**config.mk**
```make
export PLATFORM = sky130hd
export DESIGN_NAME = pc_branch_ctrl
export DESIGN_NICKNAME = d
export VERILOG_FILES = /design/src/rtl/pc_pkg.sv /design/src/rtl/pc_sat_counter.sv /design/src/rtl/pc_branch_ctrl.sv
export SDC_FILE = /design/constraint.sdc
export NUM_CORES = 1
export LEC_CHECK = 0
export CAP_MARGIN = 20
export CORE_MARGIN = 8
export CORE_UTILIZATION = 41
export DETAILED_ROUTE_END_ITERATION = 16
export HOLD_SLACK_MARGIN = 0.08
export PLACE_DENSITY = 0.8
export SYNTH_ARGS = -nofsm -noshare
export SYNTH_HDL_FRONTEND = slang
export SYNTH_SLANG_ARGS = --single-unit
```
**constraint.sdc**
```tcl
create_clock -name Clk -period 2 [get_ports Clk]
set_input_delay 0.3 -clock Clk [delete_from_list [all_inputs] [get_ports Clk]]
set_output_delay 0.3 -clock Clk [all_outputs]
set_load 0.005 [all_outputs]
```
**src/rtl/pc_pkg.sv**
```systemverilog
// Shared types and constants for the program-counter / branch-LUT slice.
package pc_pkg;

  localparam int unsigned D  = 9;
  localparam int unsigned LW = 5;
  localparam int unsigned CW = 16;

  typedef enum logic [1:0] {
    ST_IDLE   = 2'd0,
    ST_RUN    = 2'd1,
    ST_HALTED = 2'd2
  } pc_state_e;

  // Branch label indices into the target LUT
  localparam logic [LW-1:0] LBL_LOOP   = 5'd0;
  localparam logic [LW-1:0] LBL_SKIP   = 5'd1;
  localparam logic [LW-1:0] LBL_ESCAPE = 5'd19;

endpackage

```
**src/rtl/pc_sat_counter.sv**
```systemverilog
// Saturating up-counter with synchronous clear and count enable.
module pc_sat_counter #(
  parameter int unsigned W = 16
) (
  input  logic         clk,
  input  logic         rst,
  input  logic         clr,
  input  logic         en,
  output logic [W-1:0] count
);

  logic [W-1:0] count_q;
  logic [W-1:0] count_d;

  always_comb begin
    count_d = count_q;
    if (clr) begin
      count_d = '0;
    end else if (en && (count_q != '1)) begin
      count_d = count_q + W'(1);
    end
  end

  always_ff @(posedge clk) begin
    if (rst) begin
      count_q <= '0;
    end else begin
      count_q <= count_d;
    end
  end

  assign count = count_q;

endmodule

```
**src/rtl/pc_branch_ctrl.sv**
```systemverilog
// PC register and next-PC selection (sequential, branch via external LUT,
// stall, halt) with start/done sequencing and a retired-instruction count.
module pc_branch_ctrl #(
  parameter int unsigned D  = pc_pkg::D,
  parameter int unsigned LW = pc_pkg::LW,
  parameter int unsigned CW = pc_pkg::CW
) (
  input  logic          Clk,
  input  logic          Reset,
  input  logic          Start,
  input  logic          Stall,
  input  logic          BranchEn,
  input  logic [LW-1:0] BranchIdx,
  input  logic          Halt,
  input  logic [D-1:0]  Target,
  output logic [LW-1:0] LutAddr,
  output logic [D-1:0]  Prog_ctr,
  output logic          Running,
  output logic          Done,
  output logic [CW-1:0] InstCount
);

  import pc_pkg::*;

  pc_state_e      state_q;
  pc_state_e      state_d;
  logic [D-1:0]   pc_q;
  logic [D-1:0]   pc_d;
  logic           cnt_clr;
  logic           cnt_en;

  assign LutAddr = BranchIdx;

  always_comb begin
    state_d = state_q;
    pc_d    = pc_q;
    cnt_clr = 1'b0;
    cnt_en  = 1'b0;
    case (state_q)
      ST_IDLE: begin
        if (Start) begin
          state_d = ST_RUN;
          pc_d    = '0;
          cnt_clr = 1'b1;
        end
      end
      ST_RUN: begin
        if (Start) begin
          pc_d    = '0;
          cnt_clr = 1'b1;
        end else if (Stall) begin
          pc_d = pc_q;
        end else if (Halt) begin
          // The halting instruction itself retires; PC stays on it
          state_d = ST_HALTED;
          cnt_en  = 1'b1;
        end else if (BranchEn) begin
          pc_d   = Target;
          cnt_en = 1'b1;
        end else begin
          pc_d   = pc_q + D'(1);
          cnt_en = 1'b1;
        end
      end
      ST_HALTED: begin
        if (Start) begin
          state_d = ST_RUN;
          pc_d    = '0;
          cnt_clr = 1'b1;
        end
      end
      default: begin
        state_d = ST_IDLE;
        pc_d    = '0;
      end
    endcase
  end

  always_ff @(posedge Clk) begin
    if (Reset) begin
      state_q <= ST_IDLE;
      pc_q    <= '0;
    end else begin
      state_q <= state_d;
      pc_q    <= pc_d;
    end
  end

  pc_sat_counter #(
    .W(CW)
  ) u_inst_count (
    .clk  (Clk),
    .rst  (Reset),
    .clr  (cnt_clr),
    .en   (cnt_en),
    .count(InstCount)
  );

  assign Prog_ctr = pc_q;
  assign Running  = (state_q == ST_RUN);
  assign Done     = (state_q == ST_HALTED);

endmodule
```
==> images/density.png <==
(4 px per µm) The die is cut into 8 by 8 equal tiles; white is low, dark blue is high, 0 to 100% covered.
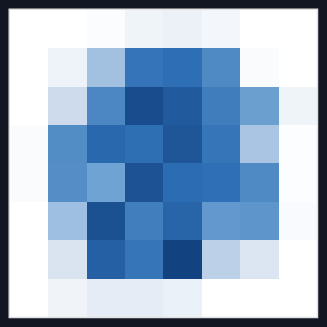
emptiest ninth of the die: top left
mean over tiles: 35%
densest ninth of the die: middle
fp util: 41.88%
core area: 3606 µm²

==> images/pdn.png <==
(6 px per µm) Pins as bars on the die edge.
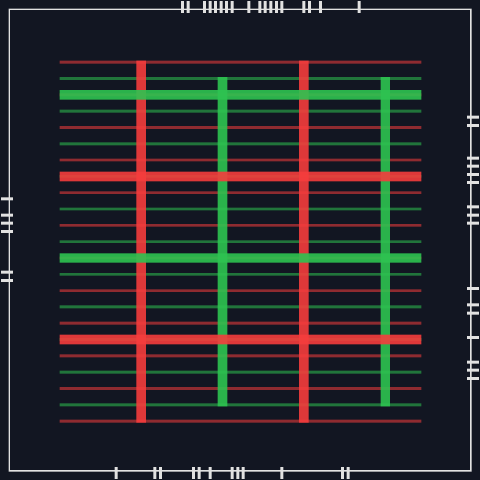
legend:
  red:
    net: VSS
  green:
    net: VDD
signal pins: 52
met5 straps: 4
met4 straps: 4
rows: 22
met1 rails: 23
die y size: 76.69 µm
Die Wd: 76.69 µm
Worst VDD drop: 0.3702 mV

==> state kept, by name, indices dropped and copies added, names as in the netlist <==
register	flops
Prog_ctr	9
state_q	2
u_inst_count.count	16
==> final cells by class <==
type	count	area (µm²)
Timing Repair Buffer	61	561.8
Clock buffer	4	45.04
Inverter	4	15.01
Multi-Input combinational cell	140	892.1
Tap cell	48	60.06
Fill cell	322	1490
Sequential cell	27	541.8
==> timing repair <==
action	CTS	global route
gates resized	4	4
pin swaps	2	3
endpoints found under the setup margin	6	3
buffers inserted	1	0
hold buffers	0	0
==> routing by layer <==
metal  global-route usage [%]  wire [µm]
met3                    2.214        181
met4                    7.500         52
met2                    24.04       2056
met5                        0          0
met1                    17.68       1875
==> Yosys cell counts (all sizes together), types with 2 or more instances <==
master	number	share of area, %
nor4	3	1.2
o21ai	10	3.3
dfxtp	27	36
o311ai	2	1.2
a22o	6	3.5
nand4	5	2.1
buf	6	3.2
or4	11	5.7
nor3	7	2.3
ha	2	1.7
or3	3	1.2
nand3	8	2.7
a21oi	18	6.0
o41ai	3	1.7
inv	4	0.99
clkbuf	8	2.0
or2	3	1.2
nand2	17	4.2
nor2	8	2.0
a22oi	2	0.99
o31ai	11	5.5
==> worst reg2reg max path, stage by stage (launching register included) <==
cell	delay, ps
dfxtp_2	340
or4b_4	500
or4_4	580
buf_4	160
o31ai_1	260
a21oi_2	90
==> where the power goes <==
part	switching (µW)	internal, µW	total [µW]
sequential	3.01	541	544
combinational	50.9	60.4	111
clock	172	143	315
total	226	744	970
==> per-stage QoR <==
| step | util (%) | area (µm²) | hold slack, ps | setup WS (ps) |
|---|---|---|---|---|
| finish | 58.67 | 2116 | 469.9 | -22.90 |
| global placement | 56.87 | 2051 | 479.9 | -374.3 |
| global route | 58.67 | 2116 | 478.7 | -79.17 |
| floorplan | - | 1510 | 379.3 | 18.05 |
| detailed placement | 56.87 | 2051 | 488.6 | -391.3 |
| CTS | 58.43 | 2107 | 474.3 | -13.33 |
==> placed cells by master (no fill, tap or decap), types with 2 or more instances in the layout <==
cell             netlist  layout
a21oi_1               18      17
a22o_1                 6       6
a22oi_1                2       2
buf_4                  5      19
clkbuf_8               0       3
clkdlybuf4s50_1        0      39
dfxtp_1               27      26
dlygate4sd2_1          0       2
ha_1                   2       2
inv_1                  4       4
nand2_1               17      17
nand3_1                8       8
nand4_1                5       5
nor2_1                 8       8
nor3_1                 7       7
nor4_1                 3       2
o21ai_0               10      10
o31ai_1               11      11
o41ai_1                3       3
or2_2                  2       2
or3_1                  3       3
or4_1                 10       9
or4_4                  1       2
==> worst paths after layout <==
check | slack (ps) | end | cells after the start | startpoint
max | -20 | u_inst_count.count[13] | 5 | state_q[1]
max reg2reg | -20 | u_inst_count.count[13] | 5 | state_q[1]
min reg2reg | 500 | u_inst_count.count[14] | 2 | u_inst_count.count[14]
min | 470 | state_q[1] | 3 | Start
==> deck_impl_summary.md <==
Synthesis and Place & Route Summary

Run status
  • Failing checks: setup timing
  • Status: complete, but fails checks

Global route
  • Total gr overflow: 0

Clock network
  • Clock Sinks: 27
  • Clock tree buffer depth: 2
  • Reg clk slew, reported paths: around 90 ps

Floorplan
  • Row cnt: 22
  • Total die area: 5881 µm²

Worst setup path
  • Critical path, cell by cell: or4b_4, or4_4, buf_4, o31ai_1, a21oi_2
  • Crit path DAT: 2190 ps
  • Slowest CP cell: or4_4
  • CP Capture Type: flop

Placement
  • Final Wtd Congestion: between 0.8 and 0.9

Synthesis
  • Compound Share, Synth: around 28%
  • Yosys reg bits: 27
  • Adder Area Share: under 10%
  • Seq share, synth: approximately 36%
  • # Cells Yosys: ~190
  • Syn_nets: just over 200
  • Cell count after synthesis: about 190
  • Post-synthesis average cell area: just over 8 µm²
  • Post-synth EDFFs: 0
  • Syn Std Cell Area: ~1500 µm²

Routing
  • Vias/cell: between 5 and 6
  • Drt first-iter violations: 83
  • DRC viols: 0

STA
  • Setup TNS: -22.90 ps
  • PnR worst setup slack: -22.90 ps
  • Slew HR: ~67%
  • Slew at the pin with the worst max-slew slack: 489.9 ps
  • RSZ-0062 raised after global routing: yes
  • Final setup fails: 1

Run
  • Log Warnings: 28

Final layout
  • Antenna cell count: 0
  • Final Non-Filler Cells: between 200 and 300
No activity file was given, so power comes from the tool's default toggle rates.
